==> config.mk <==
export PLATFORM = sky130hd
export DESIGN_NAME = bin_to_bcd_converter
export DESIGN_NICKNAME = d
export VERILOG_FILES = /design/src/rtl/bcd_pkg.sv /design/src/rtl/bcd_digit_adjust.sv /design/src/rtl/bin_to_bcd_converter.sv
export SDC_FILE = /design/constraint.sdc
export NUM_CORES = 1
export LEC_CHECK = 0
export CORE_MARGIN = 3
export CORE_UTILIZATION = 24
export DETAILED_ROUTE_END_ITERATION = 10
export SYNTH_ARGS = -nofsm -noshare
export SYNTH_HDL_FRONTEND = slang
export SYNTH_SLANG_ARGS = --single-unit
export TNS_END_PERCENT = 20
==> constraint.sdc <==
create_clock -name Clk_100MHz -period 5.5 [get_ports Clk_100MHz]
set_clock_uncertainty 0.15 [all_clocks]
set_input_delay 1.65 -clock Clk_100MHz [delete_from_list [all_inputs] [get_ports Clk_100MHz]]
set_output_delay 1.65 -clock Clk_100MHz [all_outputs]
set_load 0.05 [all_outputs]
==> src/rtl/bcd_pkg.sv <==
// Shared types and constants for the sequential binary-to-BCD (double-dabble) converter.
package bcd_pkg;

    typedef enum logic [1:0] {
        IDLE,
        SHIFT,
        DONE
    } state_t;

    localparam int         BCD_W          = 4;
    localparam logic [3:0] ADD3_THRESHOLD = 4'd5;

    // 10^n, used as the first value that no longer fits in n BCD digits.
    function automatic int unsigned pow10(input int unsigned n);
        int unsigned p;
        p = 1;
        for (int unsigned i = 0; i < n; i++) begin
            p = p * 10;
        end
        return p;
    endfunction

endpackage

==> src/rtl/bcd_digit_adjust.sv <==
// Combinational double-dabble correction cell: a digit of 5 or more gets +3 before the shift.
module bcd_digit_adjust
    import bcd_pkg::*;
(
    input  logic [BCD_W-1:0] digit,
    output logic [BCD_W-1:0] adjusted
);

    assign adjusted = (digit >= ADD3_THRESHOLD) ? digit + BCD_W'(3) : digit;

endmodule

==> src/rtl/bin_to_bcd_converter.sv <==
// Sequential double-dabble converter: one shift per clock, registered digits held between
// conversions, leading-zero blanking and saturation to all 9s on overflow.
module bin_to_bcd_converter
    import bcd_pkg::*;
#(
    parameter int WIDTH  = 13,
    parameter int DIGITS = 4
) (
    input  logic                    Clk_100MHz,
    input  logic                    Rst_n,
    input  logic [WIDTH-1:0]        bin_in,
    input  logic                    in_valid,
    output logic                    in_ready,
    output logic [BCD_W*DIGITS-1:0] bcd_out,
    output logic [DIGITS-1:0]       blank_out,
    output logic                    overflow,
    output logic                    out_valid
);

    localparam int                    CNT_W      = (WIDTH > 1) ? $clog2(WIDTH) : 1;
    localparam int unsigned           LIMIT      = pow10(DIGITS);
    localparam logic [DIGITS-1:0]     BLANK_ZERO = ~(DIGITS'(1));
    localparam logic [BCD_W*DIGITS-1:0] ALL_NINES = {DIGITS{4'h9}};

    state_t                    state;
    logic [WIDTH-1:0]          shift_reg;
    logic [BCD_W*DIGITS-1:0]   scratch;
    logic [CNT_W-1:0]          cnt;
    logic                      ovf_pend;

    logic [BCD_W*DIGITS-1:0]   adjusted;
    logic [BCD_W*DIGITS-1:0]   nxt_scratch;
    logic [WIDTH-1:0]          nxt_shift;
    logic [DIGITS-1:0]         nxt_blank;
    logic                      zero_run;

    for (genvar g = 0; g < DIGITS; g++) begin : g_adjust
        bcd_digit_adjust u_adjust (
            .digit    (scratch[g*BCD_W +: BCD_W]),
            .adjusted (adjusted[g*BCD_W +: BCD_W])
        );
    end

    // NOTE: every always_comb output gets a default first so no path can infer a latch.
    always_comb begin
        nxt_scratch = {adjusted[BCD_W*DIGITS-2:0], shift_reg[WIDTH-1]};
        nxt_shift   = shift_reg << 1;
        nxt_blank   = '0;
        zero_run    = 1'b1;
        // Digit i is blank only when it and every more significant digit are zero.
        for (int i = DIGITS - 1; i >= 1; i--) begin
            zero_run     = zero_run && (nxt_scratch[i*BCD_W +: BCD_W] == '0);
            nxt_blank[i] = zero_run;
        end
    end

    assign in_ready  = (state == IDLE);
    assign out_valid = (state == DONE);

    // NOTE: sequential state uses non-blocking assignments so all registers update together.
    always_ff @(posedge Clk_100MHz) begin
        if (!Rst_n) begin
            state     <= IDLE;
            shift_reg <= '0;
            scratch   <= '0;
            cnt       <= '0;
            ovf_pend  <= 1'b0;
            bcd_out   <= '0;
            blank_out <= BLANK_ZERO;
            overflow  <= 1'b0;
        end else begin
            case (state)
                IDLE: begin
                    if (in_valid) begin
                        shift_reg <= bin_in;
                        scratch   <= '0;
                        cnt       <= '0;
                        ovf_pend  <= (32'(bin_in) >= LIMIT);
                        state     <= SHIFT;
                    end
                end
                SHIFT: begin
                    scratch   <= nxt_scratch;
                    shift_reg <= nxt_shift;
                    cnt       <= cnt + CNT_W'(1);
                    if (cnt == CNT_W'(WIDTH - 1)) begin
                        bcd_out   <= ovf_pend ? ALL_NINES : nxt_scratch;
                        blank_out <= ovf_pend ? '0 : nxt_blank;
                        overflow  <= ovf_pend;
                        state     <= DONE;
                    end
                end
                DONE:    state <= IDLE;
                default: state <= IDLE;
            endcase
        end
    end

endmodule

Power grid:
Pins as bars on the die edge.
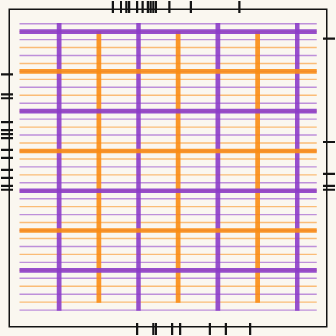
legend:
  orange:
    net: VDD
  purple:
    net: VSS
rows: 36
met4 straps: 7
met5 straps: 7
met1 rails: 37
signal pins: 39
Floorplan Core Area: 9950 µm²
Max rail drop VDD: 0.121 mV
vertical die dimension: 108 µm
horizontal die dimension: 108 µm

Cell classes on the final placement:
The bar under the picture is 20 µm long.
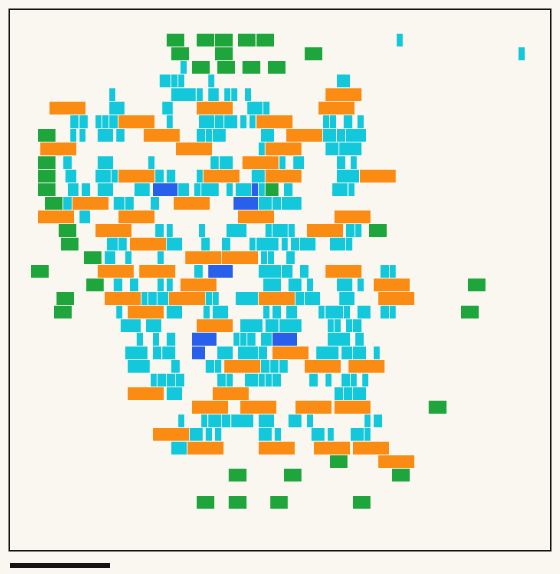
legend:
  cyan:
    class: remaining logic cells
    cells: 224
  green:
    class: remaining buffers and delay cells
    cells: 37
  orange:
    class: registers
    cells: 54
  blue:
    class: clock drivers and dummy loads
    cells: 7

Clock distribution:
The bar under the picture is 20 µm long.
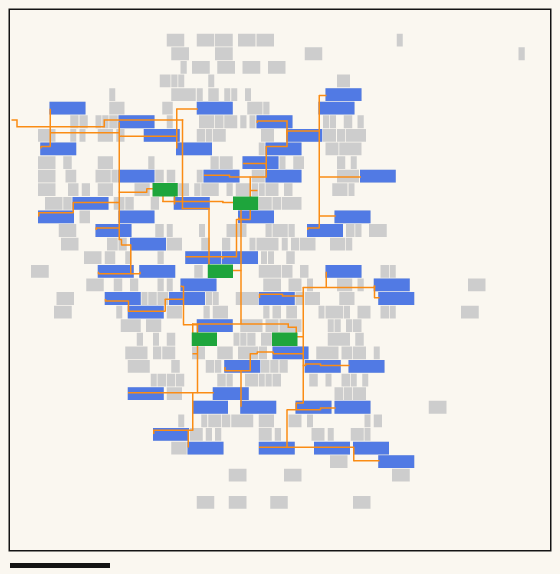
legend:
  green:
    item: clock-net drivers
    count: 5
  blue:
    item: flip-flops
    count: 54
  orange:
    item: clock wires
    length: 621 µm
routed clock nets: 6

==> summary.rpt <==
==== FLOW RESULTS ====
----------------------------------------------------
[Clock tree]
  Resize count post-CTS ........................ 0
  Cell at the root of the clock tree ........................ sky130_fd_sc_hd__clkbuf_8

[Worst setup path]
  Buf+Inv Stages, Crit Path ........................ 2
  CP required ........................ 3700 ps
  Critical path origin ........................ state[1]$_SDFFE_PN0P_
  Max FO, Critical Path ........................ 10
  Arrival time worst endpoint ........................ approximately 2200 ps
  Category of the worst setup path launch point ........................ register

[Synthesis]
  Number of standard cells reported by yosys ........................ 292
  Top cells by area in the synthesized netlist ........................ sky130_fd_sc_hd__dfxtp_1 (43%), sky130_fd_sc_hd__nand2_1 (6.5%), sky130_fd_sc_hd__ha_1 (5.0%), sky130_fd_sc_hd__a21oi_1 (4.4%), sky130_fd_sc_hd__nor2_1 (3.8%)
  Portion of the post-synthesis area used by sequential elements ........................ 43.3%
  Most used standard cell by instance count after synthesis ........................ sky130_fd_sc_hd__dfxtp_1
  Dominant register cell ........................ sky130_fd_sc_hd__dfxtp_1
  Synthesized chip area reported by yosys ........................ about 2500 µm²
  Unique masters post-synth ........................ 47
  Syn Area/Cell ........................ roughly 8.6 µm²
  Share of the synthesized area in the top cell type ........................ between 40% and 50%
  XOR/XNOR Fraction of Synth Area ........................ around 1.4%
  Area fraction in and, or, nand and nor cells after synthesis ........................ 17.9%
  Synth logic family ........................ AND-OR/OR-AND gates

[Routing]
  Average vias per placed instance ........................ 4.67
  Met2 wire length ........................ 2790 µm
  Wire length per cell after detailed routing ........................ 12.9 µm
  Number of iterations in the first detailed-routing pass ........................ 4

[Global route]
  Grt met2 use ........................ about 17%
  Wire length of the first global-routing pass ........................ 9800 µm
  Met1 Usage GRT ........................ 13.6%
  Routing layer with the top usage in global route ........................ met2

[STA]
  Maximum clock rate ........................ 0.250 GHz
  Crit path setup slack, layout ........................ about 1500 ps
  Number of failing hold endpoints at the final stage ........................ 0
  Period utilization ........................ between 70% and 80%
  Final Slew Violations ........................ 0

[Placed design]
  DPL Wire Length ........................ around 4200 µm
  Count of buffers inserted at the top-level ports ........................ 36
  Number of cells after detailed placement ........................ between 400 and 500

[Floorplan]
  Core Rows ........................ 36

[Final layout]
  Non-CTS inverters ........................ 14
  Layout cells sized above 1 ........................ 6.21%
  Nonclk buf count ........................ 37
  Final Non-Filler Cells ........................ between 400 and 500
  Layout buffering overhead excluding clock cells ........................ between 10% and 20%
  Fraction of area in registers ........................ 35.8%
  Area of all sequential standard cells ........................ between 1000 and 1500 µm²
  Num sequential ........................ 54
  Layout clock area frac ........................ 2.65%
  Share of the core filled with cells ........................ between 30 and 40%

[Power and ir drop]
  Cell-internal power ........................ between 0.0005 and 0.0006 W
  Power in sequential cells ........................ 0.000415 W
  Portion of total power attributed to combinational logic ........................ 9.7%
  Power group with the highest consumption ........................ sequential cells
  Areal power density over the cells ........................ 229 nW/µm²
  Switching share of power ........................ about a quarter

[Flow run]
  Max-capacitance violation count ........................ 0

[Status]
  Run status ........................ complete, no violations

----------------------------------------------------
Signal wires by layer:
Only two layers are drawn.
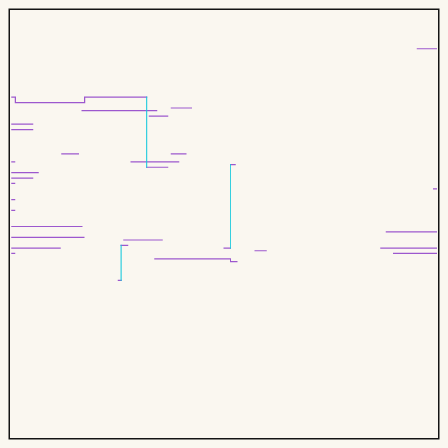
legend:
  purple:
    layer: M3
    wire_length: 246 µm
  cyan:
    layer: M4
    wire_length: 47.6 µm

Clock wiring as the flow saved it:
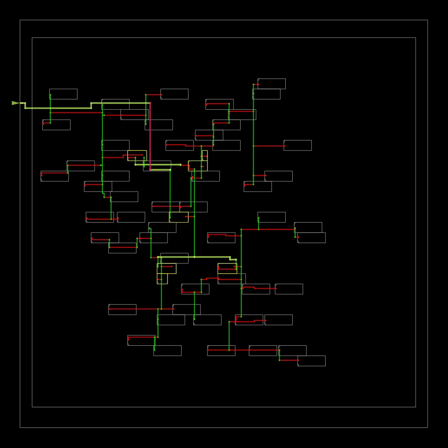
Clock Sink Count: 54
number of clock buffers inserted by TritonCTS: 5
clock group total power: 0.000210 W
clock latency reported for the late side of the worst-skew pair: 300 ps
number of clock-tree buffers in the layout: 6

No activity file was given, so power comes from the tool's default toggle rates.
